$ cat src/rtl/pwm_ctrl_pkg.sv
// Shared constants and types for the PWM configuration/sweep controller.
package pwm_ctrl_pkg;

    localparam logic [1:0] ADDR_DUTY  = 2'd0;
    localparam logic [1:0] ADDR_PHASE = 2'd1;
    localparam logic [1:0] ADDR_STEP  = 2'd2;
    localparam logic [1:0] ADDR_CTRL  = 2'd3;

    localparam int CTRL_SWEEP_EN  = 0;
    localparam int CTRL_TRI       = 1;
    localparam int CTRL_DWELL_LSB = 2;

    typedef enum logic {
        ST_IDLE,
        ST_PENDING
    } state_t;

endpackage

$ cat src/rtl/pwm_sweep_step.sv
// Next duty and direction for one sweep update (sawtooth wrap or triangle saturate).
module pwm_sweep_step #(
    parameter int W = 7
) (
    input  logic [W-1:0] duty,
    input  logic [W-1:0] step,
    input  logic         dir_down,
    input  logic         tri_mode,
    output logic [W-1:0] duty_nxt,
    output logic         dir_down_nxt
);

    localparam logic [W:0] DUTY_MAX = {1'b0, {W{1'b1}}};

    logic [W:0] sum;

    assign sum = {1'b0, duty} + {1'b0, step};

    always_comb begin
        duty_nxt     = sum[W-1:0];
        dir_down_nxt = dir_down;
        if (tri_mode) begin
            if (!dir_down) begin
                if (sum >= DUTY_MAX) begin
                    duty_nxt     = {W{1'b1}};
                    dir_down_nxt = 1'b1;
                end
            end else if (duty <= step) begin
                duty_nxt     = '0;
                dir_down_nxt = 1'b0;
            end else begin
                duty_nxt = duty - step;
            end
        end
    end

endmodule

$ cat src/rtl/pwm_sweep_ctrl.sv
// PWM configuration controller: shadowed writes committed at the period boundary,
// with optional automatic duty sweep.
module pwm_sweep_ctrl
    import pwm_ctrl_pkg::*;
#(
    parameter int W       = 7,
    parameter int DWELL_W = 5
) (
    input  logic         clk,
    input  logic         reset,
    input  logic         cfg_valid,
    output logic         cfg_ready,
    input  logic [1:0]   cfg_addr,
    input  logic [W-1:0] cfg_data,
    output logic [W-1:0] PWMDuty,
    output logic [W-1:0] phase,
    output logic         period_start,
    output logic         pending
);

    logic [W-1:0]       cnt;
    logic [W-1:0]       sh_duty, sh_phase, sh_step, sh_ctrl;
    logic [W-1:0]       step, ctrl;
    logic [3:0]         dirty;
    logic               dir_down;
    logic [DWELL_W-1:0] dwell_cnt;
    state_t             state, state_nxt;

    logic               boundary, accept, commit;
    logic               sweep_en, tri_mode, sweep_due;
    logic [DWELL_W-1:0] dwell_m1;
    logic [W-1:0]       sweep_duty;
    logic               sweep_dir_down;

    assign boundary     = (cnt == {W{1'b1}});
    assign cfg_ready    = !reset && !boundary;
    assign accept       = cfg_valid && cfg_ready;
    assign period_start = !reset && (cnt == '0);

    assign sweep_en  = ctrl[CTRL_SWEEP_EN];
    assign tri_mode  = ctrl[CTRL_TRI];
    assign dwell_m1  = ctrl[CTRL_DWELL_LSB +: DWELL_W];
    assign sweep_due = sweep_en && (dwell_cnt == dwell_m1);

    pwm_sweep_step #(.W(W)) u_step (
        .duty         (PWMDuty),
        .step         (step),
        .dir_down     (dir_down),
        .tri_mode     (tri_mode),
        .duty_nxt     (sweep_duty),
        .dir_down_nxt (sweep_dir_down)
    );

    always_ff @(posedge clk) begin
        if (reset) cnt <= '0;
        else       cnt <= cnt + W'(1);
    end

    always_ff @(posedge clk) begin
        if (reset) state <= ST_IDLE;
        else       state <= state_nxt;
    end

    always_comb begin
        state_nxt = state;
        case (state)
            ST_IDLE:    if (accept)   state_nxt = ST_PENDING;
            ST_PENDING: if (boundary) state_nxt = ST_IDLE;
            default:                  state_nxt = ST_IDLE;
        endcase
    end

    always_comb begin
        pending = (state == ST_PENDING);
        commit  = pending && boundary;
    end

    // Writes are refused in the boundary cycle, so accept and clear never collide.
    always_ff @(posedge clk) begin
        if (reset) begin
            sh_duty  <= '0;
            sh_phase <= '0;
            sh_step  <= W'(1);
            sh_ctrl  <= '0;
            dirty    <= '0;
        end else begin
            if (boundary) dirty <= '0;
            if (accept) begin
                dirty[cfg_addr] <= 1'b1;
                case (cfg_addr)
                    ADDR_DUTY:  sh_duty  <= cfg_data;
                    ADDR_PHASE: sh_phase <= cfg_data;
                    ADDR_STEP:  sh_step  <= cfg_data;
                    default:    sh_ctrl  <= cfg_data;
                endcase
            end
        end
    end

    // A control or duty commit overrides any sweep update due at the same boundary.
    always_ff @(posedge clk) begin
        if (reset) begin
            PWMDuty   <= '0;
            phase     <= '0;
            step      <= W'(1);
            ctrl      <= '0;
            dir_down  <= 1'b0;
            dwell_cnt <= '0;
        end else if (boundary) begin
            if (commit && dirty[ADDR_PHASE]) phase <= sh_phase;
            if (commit && dirty[ADDR_STEP])  step  <= sh_step;
            if (commit && dirty[ADDR_CTRL]) begin
                ctrl      <= sh_ctrl;
                dir_down  <= 1'b0;
                dwell_cnt <= '0;
            end
            if (commit && dirty[ADDR_DUTY]) begin
                PWMDuty   <= sh_duty;
                dwell_cnt <= '0;
            end else if (!(commit && dirty[ADDR_CTRL]) && sweep_en) begin
                if (sweep_due) begin
                    PWMDuty   <= sweep_duty;
                    dir_down  <= sweep_dir_down;
                    dwell_cnt <= '0;
                end else begin
                    dwell_cnt <= dwell_cnt + DWELL_W'(1);
                end
            end
        end
    end

endmodule

$ cat config.mk
export PLATFORM = sky130hd
export DESIGN_NAME = pwm_sweep_ctrl
export DESIGN_NICKNAME = d
export VERILOG_FILES = /design/src/rtl/pwm_ctrl_pkg.sv /design/src/rtl/pwm_sweep_step.sv /design/src/rtl/pwm_sweep_ctrl.sv
export SDC_FILE = /design/constraint.sdc
export NUM_CORES = 1
export LEC_CHECK = 0
export CELL_PAD_IN_SITES_DETAIL_PLACEMENT = 0
export CELL_PAD_IN_SITES_GLOBAL_PLACEMENT = 1
export CORE_UTILIZATION = 48
export CTS_CLUSTER_SIZE = 16
export DETAILED_ROUTE_END_ITERATION = 12
export PLACE_DENSITY = 0.93
export SLEW_MARGIN = 20
export SYNTH_ARGS = -nofsm -noshare
export SYNTH_HDL_FRONTEND = slang
export SYNTH_SLANG_ARGS = --single-unit
$ cat constraint.sdc
create_clock -name clk -period 4.2 [get_ports clk]
set_clock_uncertainty 0.1 [all_clocks]
set_input_delay 0.42 -clock clk [delete_from_list [all_inputs] [get_ports clk]]
set_output_delay 0.42 -clock clk [all_outputs]
set_load 0.02 [all_outputs]
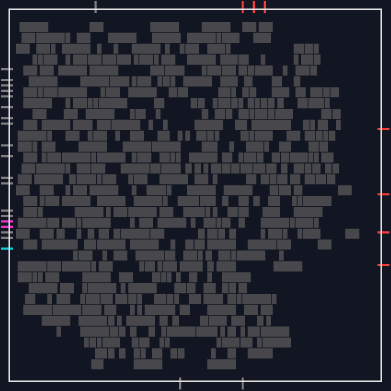
(ports around the boundary)
Drawn at 4 px/µm. Pins as bars across the die edge, other pins in gray.
magenta -> cfg_addr  # pins 2, direction input, edge west
cyan -> pending  # pins 1, direction output, edge west
red -> PWMDuty  # pins 7, direction output, edge 4 east, 3 north
IO buf count: 28
height of the die: 92.6 µm
x dimension of the die: 92.6 µm

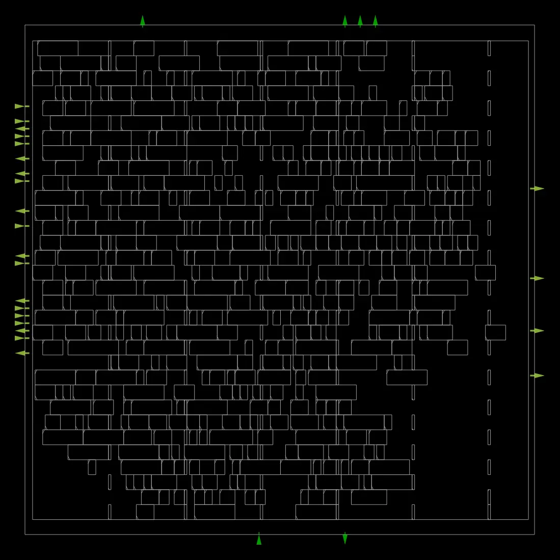
(placed standard cells)
area of the core: 7850 µm²
well tap count: 102

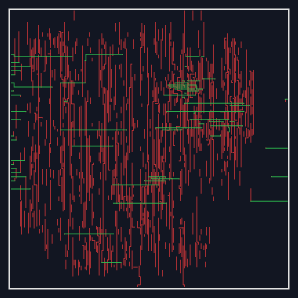
(routed metal, one color a layer)
Drawn at 3 px/µm. Only two layers are drawn.
green -> M3  # wire length 417 µm
red -> M2  # wire length 3,970 µm
total via count in the routed design: 3,244
wirelength, routed: 8680 µm
average wire per standard cell: 15.2 µm

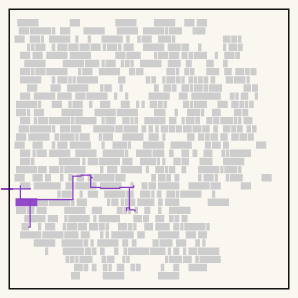
(wires at chosen ports, followed through buffers)
Drawn at 3 px/µm.
purple -> pending  # bits 1, direction output, end cells 1, wire 85.4 µm
Top Ports: 29

==> reports/qor.yml <==
status:
  status: "finished, final reports clean"
route:
  detail_route.iter0.violations: 143
  detail_route.vias_per_cell: 5.67
  routed-wl-met3_um: 416
  dr.max_layer_used: "met4"
  post-route-drc-count: 0
  met1_length_um: 4170
synthesis:
  syn_nets: 476
  synth.lib_cells_used.distinct: 65
  synth.area.top_cells: "dfxtp_1 (38%), mux2i_1 (12%), nor2_1 (7.3%)"
  synthCells: 445
  synth_top_cell_by_count: "nor2_1"
  ys_cells: 445
  synth_flops: 74
  synthesis.area_per_instance_um2: 8.86
  ys_warn_count: 0
  ff_type: "dfxtp_1"
  seq_area_frac_synth_pct: 37.6
  netlist_top_cells_count: "nor2_1 (77), dfxtp_1 (74), mux2i_1 (48)"
hold_path:
  timing.hold.worst.class: "in2reg"
  min_delay_startpoint: "reset"
power:
  dominant_power_group: "registers"
  ir_worst_vdd_uv: 238
  power.share.clock_pct: 38.1
  comb_power_w: 0.0000644
  comb_power_share_pct: 5.1
  power.clock.total_w: 0.000484
cells_and_area:
  areaGrowthSynthToFinish_pct: 12.8
  layout.cells.most_common_list: "nor2_1 (77), dfxtp_1 (74), mux2i_1 (48), clkdlybuf4s50_1 (27), inv_1 (23)"
  finish.net_count: 496
worst_setup_path:
  cpLargestDelayFamily: "AND-OR/OR-AND gates"
  r2r_worst_path_depth: 9
  crit_chain: "ha_1 > inv_1 > fa_1 > or3_1 > a31oi_1 > nor2_1 > a2111oi_4 > o21bai_2 > a221oi_2"
  cpMaxStageDelayCell: "fa_1"
  buffer_and_inverter_tally_for_the_worst_setup_path: 1
  cp-start-kind: "flip-flop"
  setup_slack_of_the_worst_register_to_register_path_ns: 1.39
  critPathKind: "reg2reg"
  worst_setup_path_end_kind: "flip-flop"
clock_tree:
  clkSlewWorstSetupHoldPaths_ns: 0.08
  cts_tree: "built"
  numCtsBuffers: 9
  clkSinkCount: 74
  cts.hold.buffers_added: 0
  htree_num_levels: 3
timing:
  timing.final.max_slew_violations: 0
  period_needed_ns: 2.81
  slew_headroom_pct: 44.6
  tightest_slew_ns: 0.826
  finalSetupTns_ns: 0
  grt_setup_unrepaired: "no"
global_routing:
  grt.met2_usage_pct: 34.9
  use_met3_pct: 4.76
  grt_remaining_overflow: 0
  antenna_violations_before_repair: 0
  groute.layer.met1.usage_pct: 28.4
  pin_count_of_the_biggest_net_entering_global_routing: 71
die:
  site_rows: 32
run:
  count_of_maximum_capacitance_violations: 0
placement:
  dp_hpwl_um: 6330
  place_congestion: 0.914
## layout make-up
class	instances	area, µm²
clock buffer	10	128
inverter	23	86.3
timing repair buffer	29	283
tap	102	128
fill	736	3400
clock inverter	6	42.5
sequential	74	1480
multi-input combinational	328	2300
## cells by family (layout without fill, tap and decap cells)
kind of cell               Yosys count  count (layout)  synth area share (%)
and+or+nand+nor                    162             162                  21.1
AOI/OAI and AO/OA                   85              85                  15.2
DFF                                 74              74                  37.6
muxes                               48              48                  12.2
buffers and inverters               43              68                  4.50
adders and majority gates           19              19                  6.41
xor gates and xnor gates            14              14                  3.11
## per-stage QoR
step / instance area, µm² / util, % / total power, W / setup WS (ns) / std cells
final: 4450 / 56.7 / 0.00127 / 1.39 / 572
after global placement: 4270 / 54.4 / 0.000799 / 1.35 / 556
after CTS: 4450 / 56.7 / 0.00128 / 1.40 / 572
after detailed placement: 4280 / 54.5 / 0.000802 / 1.43 / 556
after global routing: 4450 / 56.7 / 0.00132 / 1.25 / 572
after floorplan: 3940 / - / 0.000773 / 1.55 / 445
## registers in the layout, indices dropped and copies added, names as in the netlist, 4 cells and up
name / flops
step: 7
cnt: 7
ctrl: 7
sh_duty: 7
PWMDuty: 7
dirty: 4
phase: 7
sh_ctrl: 7
sh_step: 7
sh_phase: 7
dwell_cnt: 5
## worst reg2reg max path: stages, from the launching register on
cell and delay [ns]:
dfxtp_1 0.39, ha_1 0.22, inv_1 0.07, fa_1 0.42, or3_1 0.40, a31oi_1 0.24
nor2_1 0.13, a2111oi_4 0.38, o21bai_2 0.13, a221oi_2 0.25
## worst max path at each step
stage | end | depth (start not counted)
after CTS | cfg_ready | 5
after global placement | sh_duty[4] | 7
final | PWMDuty[2] | 9
after detailed placement | PWMDuty[2] | 8
after floorplan | PWMDuty[2] | 9
after global routing | PWMDuty[5] | 9
Power figures rest on the tool's default switching activity, not on a simulated workload.
